The metal 3 layer:
Scale: 3 px per µm.
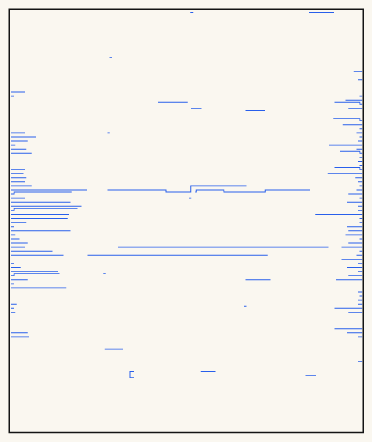
Cell placement:
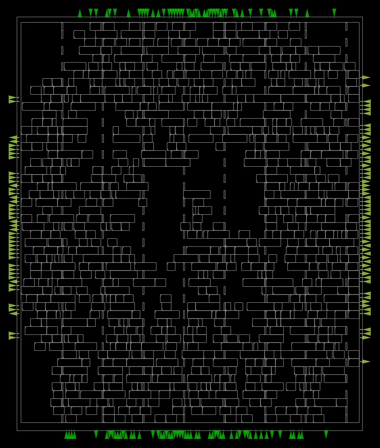
Cell area per tile:
Scale: 3 px per µm. 12 x 14 tiles, from black (low) to pale yellow (high), 0 to 100% covered.
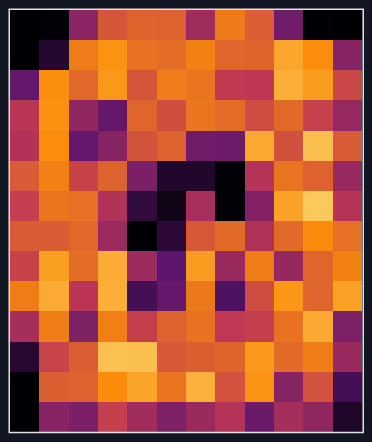
==> config.mk <==
export PLATFORM = sky130hd
export DESIGN_NAME = alu_64bit_flat
export DESIGN_NICKNAME = d
export VERILOG_FILES = /design/src/rtl/alu_64bit_if.sv /design/src/rtl/alu_64bit.sv /design/src/flat_wrapper.sv
export SDC_FILE = /design/constraint.sdc
export NUM_CORES = 1
export LEC_CHECK = 0
export CAP_MARGIN = 20
export CORE_ASPECT_RATIO = 1.2
export CORE_UTILIZATION = 40
export CTS_CLUSTER_SIZE = 24
export DETAILED_ROUTE_END_ITERATION = 6
export PLACE_DENSITY_LB_ADDON = 0.2
export SYNTH_ARGS = -nofsm -noshare
export SYNTH_HDL_FRONTEND = slang
export SYNTH_SLANG_ARGS = --single-unit
export TNS_END_PERCENT = 10
==> constraint.sdc <==
create_clock -name clk -period 29.4 [get_ports clk]
set_input_delay 5.88 -clock clk [delete_from_list [all_inputs] [get_ports clk]]
set_output_delay 5.88 -clock clk [all_outputs]
set_load 0.02 [all_outputs]
==> src/rtl/alu_64bit_if.sv <==
// alu_64bit_if: operand/result bundle for the 64-bit ALU.
//   a, b  : 64-bit operands (driven by master)
//   cin   : carry-in to bit 0, only meaningful for ADD/SUB
//   op    : 00 XOR, 01 XNOR, 10 ADD, 11 SUB
//   s     : registered 64-bit result (driven by slave)
//   cout  : registered carry-out of bit 63
// There is no handshake; a new operation is presented every cycle.
interface alu_64bit_if;
  logic [63:0] a;
  logic [63:0] b;
  logic        cin;
  logic [1:0]  op;
  logic [63:0] s;
  logic        cout;

  modport master (output a, b, cin, op, input s, cout);
  modport slave  (input a, b, cin, op, output s, cout);
endinterface

==> src/rtl/alu_64bit.sv <==
// alu_64bit: four-function 64-bit ALU (XOR, XNOR, ADD, SUB) built as a
// ripple chain of 64 one-bit slices made only of NAND, OR and XNOR gates.
// Result and carry-out are registered; latency is one clock.
// Ports:
//   clk : rising-edge system clock
//   rst : synchronous active-high reset, clears s and cout
//   bus : alu_64bit_if slave modport (a, b, cin, op in; s, cout out)
// Parameters nand_tpd/or_tpd/xnor_tpd name the per-gate propagation delays
// for timing annotation; they have no functional effect.
module alu_64bit #(
  parameter int nand_tpd = 0,
  parameter int or_tpd   = 0,
  parameter int xnor_tpd = 0
) (
  input  logic       clk,
  input  logic       rst,
  alu_64bit_if.slave bus
);

  // Negative delays are meaningless; catch them at elaboration.
  if (nand_tpd < 0 || or_tpd < 0 || xnor_tpd < 0) begin : g_bad_tpd
    $error("alu_64bit: gate delay parameters must be non-negative");
  end

  // Shared control decode.
  //   nsub : low only for SUB (op=11); used to conditionally invert b.
  //   nop1 : inverted op[1]; op[1] high selects the arithmetic result.
  logic nsub;
  logic nop1;
  nand g_nsub (nsub, bus.op[1], bus.op[0]);
  nand g_nop1 (nop1, bus.op[1], bus.op[1]);

  // Carry into bit 0 is cin gated by op[1], so an undriven cin during a
  // logic op cannot leak into the chain.
  logic cin_n;
  logic [64:0] carry;
  nand g_cin_n (cin_n, bus.op[1], bus.cin);
  nand g_cin   (carry[0], cin_n, cin_n);

  logic [63:0] s_d;

  // One slice per bit. Signal meanings inside slice i:
  //   binv  = b ^ sub           (b inverted for SUB)
  //   p     = ~(a ^ binv)       (propagate, inverted)
  //   x     = a ^ binv
  //   sum   = a ^ binv ^ carry
  //   carry = (a & binv) | (carry_in & x), as a NAND-NAND pair
  //   lr    = x for XOR, ~x for XNOR (selected by op[0])
  //   s_d   = op[1] ? sum : lr, as NAND-fed OR mux
  for (genvar i = 0; i < 64; i++) begin : g_slice
    logic binv, p, x, sum, g_n, t_n, lr;
    logic sel_sum_n, sel_lr_n, sel_sum, sel_lr;

    xnor g_binv (binv, bus.b[i], nsub);
    xnor g_p    (p, bus.a[i], binv);
    nand g_x    (x, p, p);
    xnor g_sum  (sum, p, carry[i]);
    nand g_gn   (g_n, bus.a[i], binv);
    nand g_tn   (t_n, carry[i], x);
    nand g_cy   (carry[i+1], g_n, t_n);
    xnor g_lr   (lr, p, bus.op[0]);

    nand g_ssn  (sel_sum_n, sum, bus.op[1]);
    nand g_sln  (sel_lr_n, lr, nop1);
    nand g_ss   (sel_sum, sel_sum_n, sel_sum_n);
    nand g_sl   (sel_lr, sel_lr_n, sel_lr_n);
    or   g_out  (s_d[i], sel_sum, sel_lr);
  end

  // Carry-out is only meaningful for arithmetic; force it low otherwise.
  logic cout_n;
  logic cout_d;
  nand g_cout_n (cout_n, carry[64], bus.op[1]);
  nand g_cout   (cout_d, cout_n, cout_n);

  // Output register: reset wins over whatever operation is on the inputs.
  always_ff @(posedge clk) begin
    if (rst) begin
      bus.s    <= '0;
      bus.cout <= 1'b0;
    end else begin
      bus.s    <= s_d;
      bus.cout <= cout_d;
    end
  end

endmodule

==> src/flat_wrapper.sv <==
// flat-port wrapper written by rule: the top's interface ports become plain ports
module alu_64bit_flat 
#(
  parameter int nand_tpd = 0,
  parameter int or_tpd   = 0,
  parameter int xnor_tpd = 0
)
  (clk, rst, bus_a, bus_b, bus_cin, bus_op, bus_s, bus_cout);
  alu_64bit_if bus_i ();
  input  logic clk;
  input  logic rst;
  input wire logic [$bits(bus_i.a)-1:0] bus_a;
  input wire logic [$bits(bus_i.b)-1:0] bus_b;
  input wire logic [$bits(bus_i.cin)-1:0] bus_cin;
  input wire logic [$bits(bus_i.op)-1:0] bus_op;
  output wire logic [$bits(bus_i.s)-1:0] bus_s;
  output wire logic [$bits(bus_i.cout)-1:0] bus_cout;
  assign bus_i.a = bus_a;
  assign bus_i.b = bus_b;
  assign bus_i.cin = bus_cin;
  assign bus_i.op = bus_op;
  assign bus_s = bus_i.s;
  assign bus_cout = bus_i.cout;
  alu_64bit #(.nand_tpd(nand_tpd), .or_tpd(or_tpd), .xnor_tpd(xnor_tpd)) u_core (.clk(clk), .rst(rst), .bus(bus_i));
endmodule
==> metrics.yaml <==
yosysTopAreaCellShare_pct: 20.3
cp-end-kind: "register"
grt_max_degree: 67
port_buffers: 197
worst-slew-pin-transition_ns: 0.784
min_period_ns: 29.20
crit_end: "u_core.bus.s[63]"
clk_pin_slew_ns: 0.05
ys_seq_share_pct: 20.3
synthToLayoutAreaGrowth_pct: 39.1
sh_comb_area_pct: 53.2
crit_required_ns: 29.58
numCtsBuffers: 9
period_used_pct: 99.3
comb_area_mm2: 0.00474
synth.most_common_cell: "xnor2_1"
ys_area_mm2: 0.00640
drtIter0Drc: 128
taps: 208
antenna_cells: 1
critPathKind: "in2reg"
finalWorstSetupSlack_ns: 0.201
buffer_area_share_pct: 23.4
ys_seq_elements: 65
ios: 198
cp.depth: 69
critical_path.top_delay_family: "adder cells"
dpl.cell_count: 999
ff_count: 65
max_freq_mhz: 34.2
regArea_mm2: 0.00130
ys_top_cells_by_area: "dfxtp_1 (20%), fa_1 (20%), xnor2_1 (18%), ha_1 (13%), xor2_1 (8.6%)"
routedWlPerCell_um: 15.1
ys_cells: 622
ys_types: 19
synthTopCellsByCount: "xnor2_1 (128), dfxtp_1 (65), fa_1 (64), ha_1 (64), inv_1 (64)"
final_area_mm2: 0.00890
comb.multi_input.count: 451
clock_path_buffers: 2
outcome: "complete, no violations"
hp-class: "in2reg"
grt_pass1_wl_mm: 25.3
buffers: 211
cap_violations: 0
grt.overflow.total: 0
cts_hold_repair.buffers: 0
grt_pass1_vias: 5205
power.density_mw_per_mm2: 42.9
post_cts_resized: 14
relSlewSlack_pct: 47.7
yosysWarnings: 0
crit_slowest_cell: "clkdlybuf4s50_1"
n_fill_cell: 1370
crit_start: "bus_b[0]"
gp_congestion: 0.809
drive_gt1_share_pct: 11.4
die.size.y_um: 141
cts_tree: "yes"
drv_slew: 0
cp.arrival_ns: 29.38
warnings: 91
edf_count: 0
finalSetupTns_ns: 0
ctsRootBufferMaster: "clkbuf_16"
whs_ns: 6.15
rsz0062_at_grt: "true"
rows: 50
startpoint_type: "input pin"
largest_class: "multi-input combinational cells"
total_power_w: 0.000382
post_cts_buffers: 0
finalSetupViolCount: 0
grt_antenna_before_repair: 1
via_per_inst: 4.62
synth.avg_cell_area_um2: 10.3
finalHoldViolCount: 0
grtUsageTotal_pct: 19.3
netlist_area_mm2: 0.00640
detailedPlace.worstSlack_ns: -0.904
clkCellAreaFrac_pct: 3.09
top_area_cell: "dfxtp_1"
cts_sinks: 65
chip_area_mm2: 0.0165
flop_cell: "dfxtp_1"
post_dp_cell_area_mm2: 0.00856
## Picture notes: 'the metal 3 layer'
longest straight run = 69.9 µm
wire length on this layer = 841 µm
share of all routed wire = 5.5%
main direction = horizontal
nets with wire on the layer = 108
routed vias: 4697
met3 Track Usage GR: 3.80%
drt total wl: 15.4 mm

## Picture notes: 'cell placement'
Final Util: 56.9%
fraction of area in registers: 14.6%
final cell count without fillers: 1017

## Picture notes: 'cell area per tile'
nearly empty tiles = 6.0%
mean over tiles = 52%
tiles over 75% full = 17%
fullest tile = 88%
emptiest ninth of the die = center
Placeable Area: 0.0156 mm²
Initial Utilization: 40.9%

-- worst min path at each step --
stage / startpoint / endpoint / slack [ns] / cells after the start
after floorplan: bus_a[63] / u_core.bus.cout / 6.16 / 3
after CTS: rst / u_core.bus.cout / 6.22 / 3
final: bus_op[0] / u_core.bus.s[47] / 6.15 / 4
after global routing: bus_op[0] / u_core.bus.s[49] / 6.16 / 4
after detailed placement: rst / u_core.bus.cout / 6.58 / 3
after global placement: rst / u_core.bus.cout / 6.54 / 3
-- report_power, final --
| part | switching, W | total, W | internal (W) |
|---|---|---|---|
| clock network | 0.0000398 | 0.000101 | 0.0000613 |
| registers | 0.00000349 | 0.000105 | 0.000101 |
| logic | 0.0000835 | 0.000176 | 0.0000921 |
-- metal layers --
layer | GRT usage (%) | part of all wire (%) | up-vias
li1 | - | - | 2267
met5 | 0 | 0 | -
met3 | 3.80 | 5.5 | 13
met1 | 21.7 | 40 | 2292
met4 | 7.42 | 1.9 | 0
met2 | 35.8 | 52 | 125
-- placed cells by master (no fill, tap or decap) --
master	n
clkbuf_8	2
buf_4	14
nor2_1	1
nand2_1	2
xor2_1	63
inv_2	1
buf_2	2
xnor2_1	128
inv_1	64
diode_2	1
clkbuf_1	2
clkinv_2	3
dfxtp_1	65
ha_1	64
fa_2	59
buf_16	1
a21oi_1	63
clkdlybuf4s50_1	194
nor2b_1	1
nand2_8	1
a21o_1	63
a211oi_1	1
fa_1	5
clkbuf_16	9
-- cells by family (layout without fill, tap and decap cells) --
group	count (synthesis)	after routing	synth area share, %
buffers and inverters	106	292	8.21
AOI/OAI and AO/OA	127	127	12.4
other	0	1	0
and+or+nand+nor	5	5	0.371
DFF	65	65	20.3
xor gates and xnor gates	191	191	26.1
adders and majority gates	128	128	32.5
